File: config.mk
export PLATFORM = sky130hd
export DESIGN_NAME = inv_mixcol_seq_flat
export DESIGN_NICKNAME = d
export VERILOG_FILES = /design/src/rtl/inv_mixcol_seq_if.sv /design/src/rtl/inv_mixcol_seq.sv /design/src/flat_wrapper.sv
export SDC_FILE = /design/constraint.sdc
export NUM_CORES = 1
export LEC_CHECK = 0
export CORE_MARGIN = 2
export CORE_UTILIZATION = 35
export CTS_CLUSTER_DIAMETER = 80
export DETAILED_ROUTE_END_ITERATION = 10
export SLEW_MARGIN = 20
export SYNTH_ARGS = -nofsm -noshare
export SYNTH_HDL_FRONTEND = slang
export SYNTH_SLANG_ARGS = --single-unit
File: constraint.sdc
create_clock -name clk -period 18.9 [get_ports clk]
set_input_delay 1.89 -clock clk [delete_from_list [all_inputs] [get_ports clk]]
set_output_delay 1.89 -clock clk [all_outputs]
set_load 0.01 [all_outputs]
File: src/rtl/inv_mixcol_seq_if.sv
`default_nettype none
// ============================================================================
// Module      : inv_mixcol_seq_if
// Description : Handshake bundle for inv_mixcol_seq. Carries the input state
//               stream (in_valid/in_ready/in_data/in_bypass) and the output
//               state stream (out_valid/out_ready/out_data).
//               master : the side that supplies states and consumes results
//               slave  : the inverse-MixColumns block
// Revision    : 1.0 - initial release
// ============================================================================
interface inv_mixcol_seq_if;
  logic         in_valid;
  logic         in_ready;
  logic [127:0] in_data;
  logic         in_bypass;
  logic         out_valid;
  logic         out_ready;
  logic [127:0] out_data;

  modport master (
    output in_valid, in_data, in_bypass, out_ready,
    input  in_ready, out_valid, out_data
  );

  modport slave (
    input  in_valid, in_data, in_bypass, out_ready,
    output in_ready, out_valid, out_data
  );
endinterface
`default_nettype wire

File: src/rtl/inv_mixcol_seq.sv
`default_nettype none
// ============================================================================
// Module      : inv_mixcol_seq
// Description : Sequential AES InvMixColumns. One 32-bit column transform is
//               time-shared over the four columns of a 128-bit state, one
//               column per clock. A bypass input passes the state through
//               unchanged (final decrypt round).
// Ports       : clk  - clock, rising edge
//               rst  - asynchronous active-high reset
//               bus  - inv_mixcol_seq_if.slave (input/output handshakes)
//               busy - high whenever the FSM is not idle
// Revision    : 1.0 - initial release
// ============================================================================
module inv_mixcol_seq (
  input  logic                 clk,
  input  logic                 rst,
  inv_mixcol_seq_if.slave      bus,
  output logic                 busy
);

  typedef enum logic [1:0] {
    S_IDLE = 2'd0,
    S_BUSY = 2'd1,
    S_DONE = 2'd2
  } state_t;

  state_t             r_state;
  state_t             w_next;
  logic [1:0]         r_col;
  // Packed as [column index][32 bits]; column c lives at index 3-c so that
  // column 0 occupies bits [127:96].
  logic [3:0][31:0]   r_src;
  logic [3:0][31:0]   r_res;
  logic [1:0]         w_idx;
  logic [31:0]        w_col_in;
  logic [31:0]        w_col_out;

  // GF(2^8) multiply by x modulo x^8+x^4+x^3+x+1
  function automatic logic [7:0] xt(input logic [7:0] b);
    xt = {b[6:0], 1'b0} ^ (b[7] ? 8'h1b : 8'h00);
  endfunction

  // Returns {0E*b, 0B*b, 0D*b, 09*b}
  function automatic logic [31:0] mults(input logic [7:0] b);
    logic [7:0] x2, x4, x8;
    x2 = xt(b);
    x4 = xt(x2);
    x8 = xt(x4);
    mults = {x8 ^ x4 ^ x2, x8 ^ x2 ^ b, x8 ^ x4 ^ b, x8 ^ b};
  endfunction

  function automatic logic [31:0] inv_mix_col(input logic [31:0] a);
    logic [31:0] m0, m1, m2, m3;
    m0 = mults(a[31:24]);
    m1 = mults(a[23:16]);
    m2 = mults(a[15:8]);
    m3 = mults(a[7:0]);
    // Byte order in each m: [31:24]=0E [23:16]=0B [15:8]=0D [7:0]=09
    inv_mix_col[31:24] = m0[31:24] ^ m1[23:16] ^ m2[15:8]  ^ m3[7:0];
    inv_mix_col[23:16] = m0[7:0]   ^ m1[31:24] ^ m2[23:16] ^ m3[15:8];
    inv_mix_col[15:8]  = m0[15:8]  ^ m1[7:0]   ^ m2[31:24] ^ m3[23:16];
    inv_mix_col[7:0]   = m0[23:16] ^ m1[15:8]  ^ m2[7:0]   ^ m3[31:24];
  endfunction

  // The single shared column transform
  assign w_idx     = 2'd3 - r_col;
  assign w_col_in  = r_src[w_idx];
  assign w_col_out = inv_mix_col(w_col_in);

  always_ff @(posedge clk or posedge rst) begin
    if (rst) begin
      r_state <= S_IDLE;
      r_col   <= 2'd0;
      r_src   <= '0;
      r_res   <= '0;
    end else begin
      r_state <= w_next;
      case (r_state)
        S_IDLE: begin
          if (bus.in_valid) begin
            r_src <= bus.in_data;
            r_col <= 2'd0;
            if (bus.in_bypass) begin
              r_res <= bus.in_data;
            end
          end
        end
        S_BUSY: begin
          r_res[w_idx] <= w_col_out;
          r_col        <= r_col + 2'd1;   // wraps to 0 after column 3
        end
        default: ;
      endcase
    end
  end

  always_comb begin
    w_next = r_state;
    case (r_state)
      S_IDLE: if (bus.in_valid)   w_next = bus.in_bypass ? S_DONE : S_BUSY;
      S_BUSY: if (r_col == 2'd3)  w_next = S_DONE;
      S_DONE: if (bus.out_ready)  w_next = S_IDLE;
      default:                    w_next = S_IDLE;
    endcase
  end

  assign bus.in_ready  = (r_state == S_IDLE);
  assign bus.out_valid = (r_state == S_DONE);
  assign bus.out_data  = r_res;
  assign busy          = (r_state != S_IDLE);

endmodule
`default_nettype wire

File: src/flat_wrapper.sv
// flat-port wrapper written by rule: the top's interface ports become plain ports
module inv_mixcol_seq_flat 
  (clk, rst, busy, bus_in_valid, bus_in_data, bus_in_bypass, bus_out_ready, bus_in_ready, bus_out_valid, bus_out_data);
  inv_mixcol_seq_if bus_i ();
  input  logic clk;
  input  logic rst;
  output logic busy;
  input wire logic [$bits(bus_i.in_valid)-1:0] bus_in_valid;
  input wire logic [$bits(bus_i.in_data)-1:0] bus_in_data;
  input wire logic [$bits(bus_i.in_bypass)-1:0] bus_in_bypass;
  input wire logic [$bits(bus_i.out_ready)-1:0] bus_out_ready;
  output wire logic [$bits(bus_i.in_ready)-1:0] bus_in_ready;
  output wire logic [$bits(bus_i.out_valid)-1:0] bus_out_valid;
  output wire logic [$bits(bus_i.out_data)-1:0] bus_out_data;
  assign bus_i.in_valid = bus_in_valid;
  assign bus_i.in_data = bus_in_data;
  assign bus_i.in_bypass = bus_in_bypass;
  assign bus_i.out_ready = bus_out_ready;
  assign bus_in_ready = bus_i.in_ready;
  assign bus_out_valid = bus_i.out_valid;
  assign bus_out_data = bus_i.out_data;
  inv_mixcol_seq u_core (.clk(clk), .rst(rst), .bus(bus_i), .busy(busy));
endmodule
==> run_results.csv <==
group,metric,value,unit
grt,globalRoute.totalOverflow,0,
sta,worst-slew-pin-transition,1120,ps
cells_and_area,regArea,6510,µm²
cells_and_area,num-nets-final,1347,
sta,rsz0062_at_grt,"no",
critical_path,worst_path_most_repeated_cell,"xnor3_1",
critical_path,worst-path-buf-inv,1,
cts,clock.latency.late_pin,560,ps
cells_and_area,most_common_cell_after_layout_fill_and_taps_aside,"clkdlybuf4s50_1",
place,place.gp.congestion,0.878,
floorplanning,fp-utilization,0.353,
floorplanning,die.size.x,199,µm
detailed_routing,wire_per_inst,23.8,µm
detailed_routing,drt_first_iter_violations,612,
cts,number_of_buffers_created_by_cts,29,
cells_and_area,final_cells,1743,
cts,root_buffer,"clkbuf_16",
run_status,outcome,"complete, no violations",
worst_hold_path,min-delay-path-class,"reg -> reg",
synthesis,top_area_cell,"dfrtp_1",
synthesis,area_leaders,"dfrtp_1, mux2_2, xnor2_1",
synthesis,synth_top_cell_by_count,"dfrtp_1",
synthesis,avgSynthCellArea,13.5,µm²
worst_hold_path,hold-path-endpoint,"u_core.r_src[13]",
detailed_routing,totalWireLength,41400,µm
sta,fin_worst_hold_slack,501,ps
cells_and_area,logic_gates,634,
floorplanning,design.die.area,39400,µm²
sta,final.setup_skew,16.2,ps
cells_and_area,non_clock_inverter_count,9,
critical_path,arrival,4630,ps
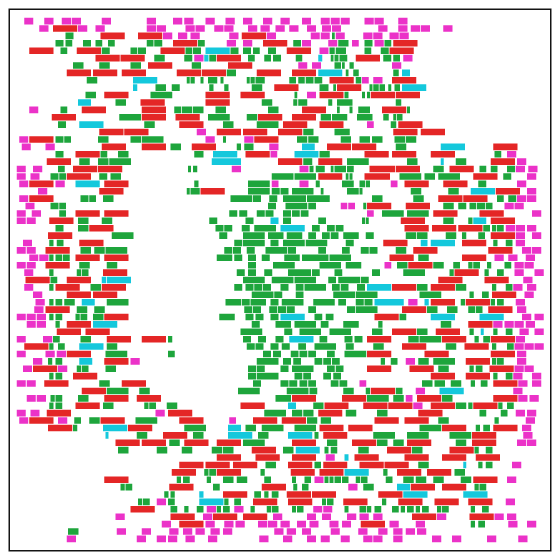
Fig. 1. Placed cells, one color a class.
[green] remaining logic cells | cells: 643
[red] registers | cells: 260
[magenta] remaining buffers and delay cells | cells: 276
[cyan] clock drivers and dummy loads | cells: 53
core outline area: 37500 µm²
cell area after layout: 17300 µm²

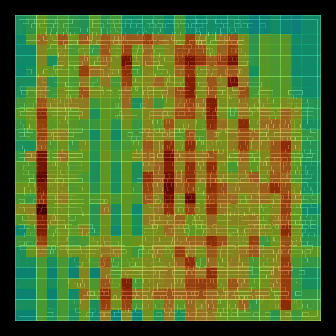
Fig. 2. Congestion heat map.
highest-utilization routing layer at the global route stage: met2
met2 track demand over resource: 0.344
global routing usage on met3: 0.0307
met1 Resource Use GR: 0.289
utilization of the core after routing: 0.461

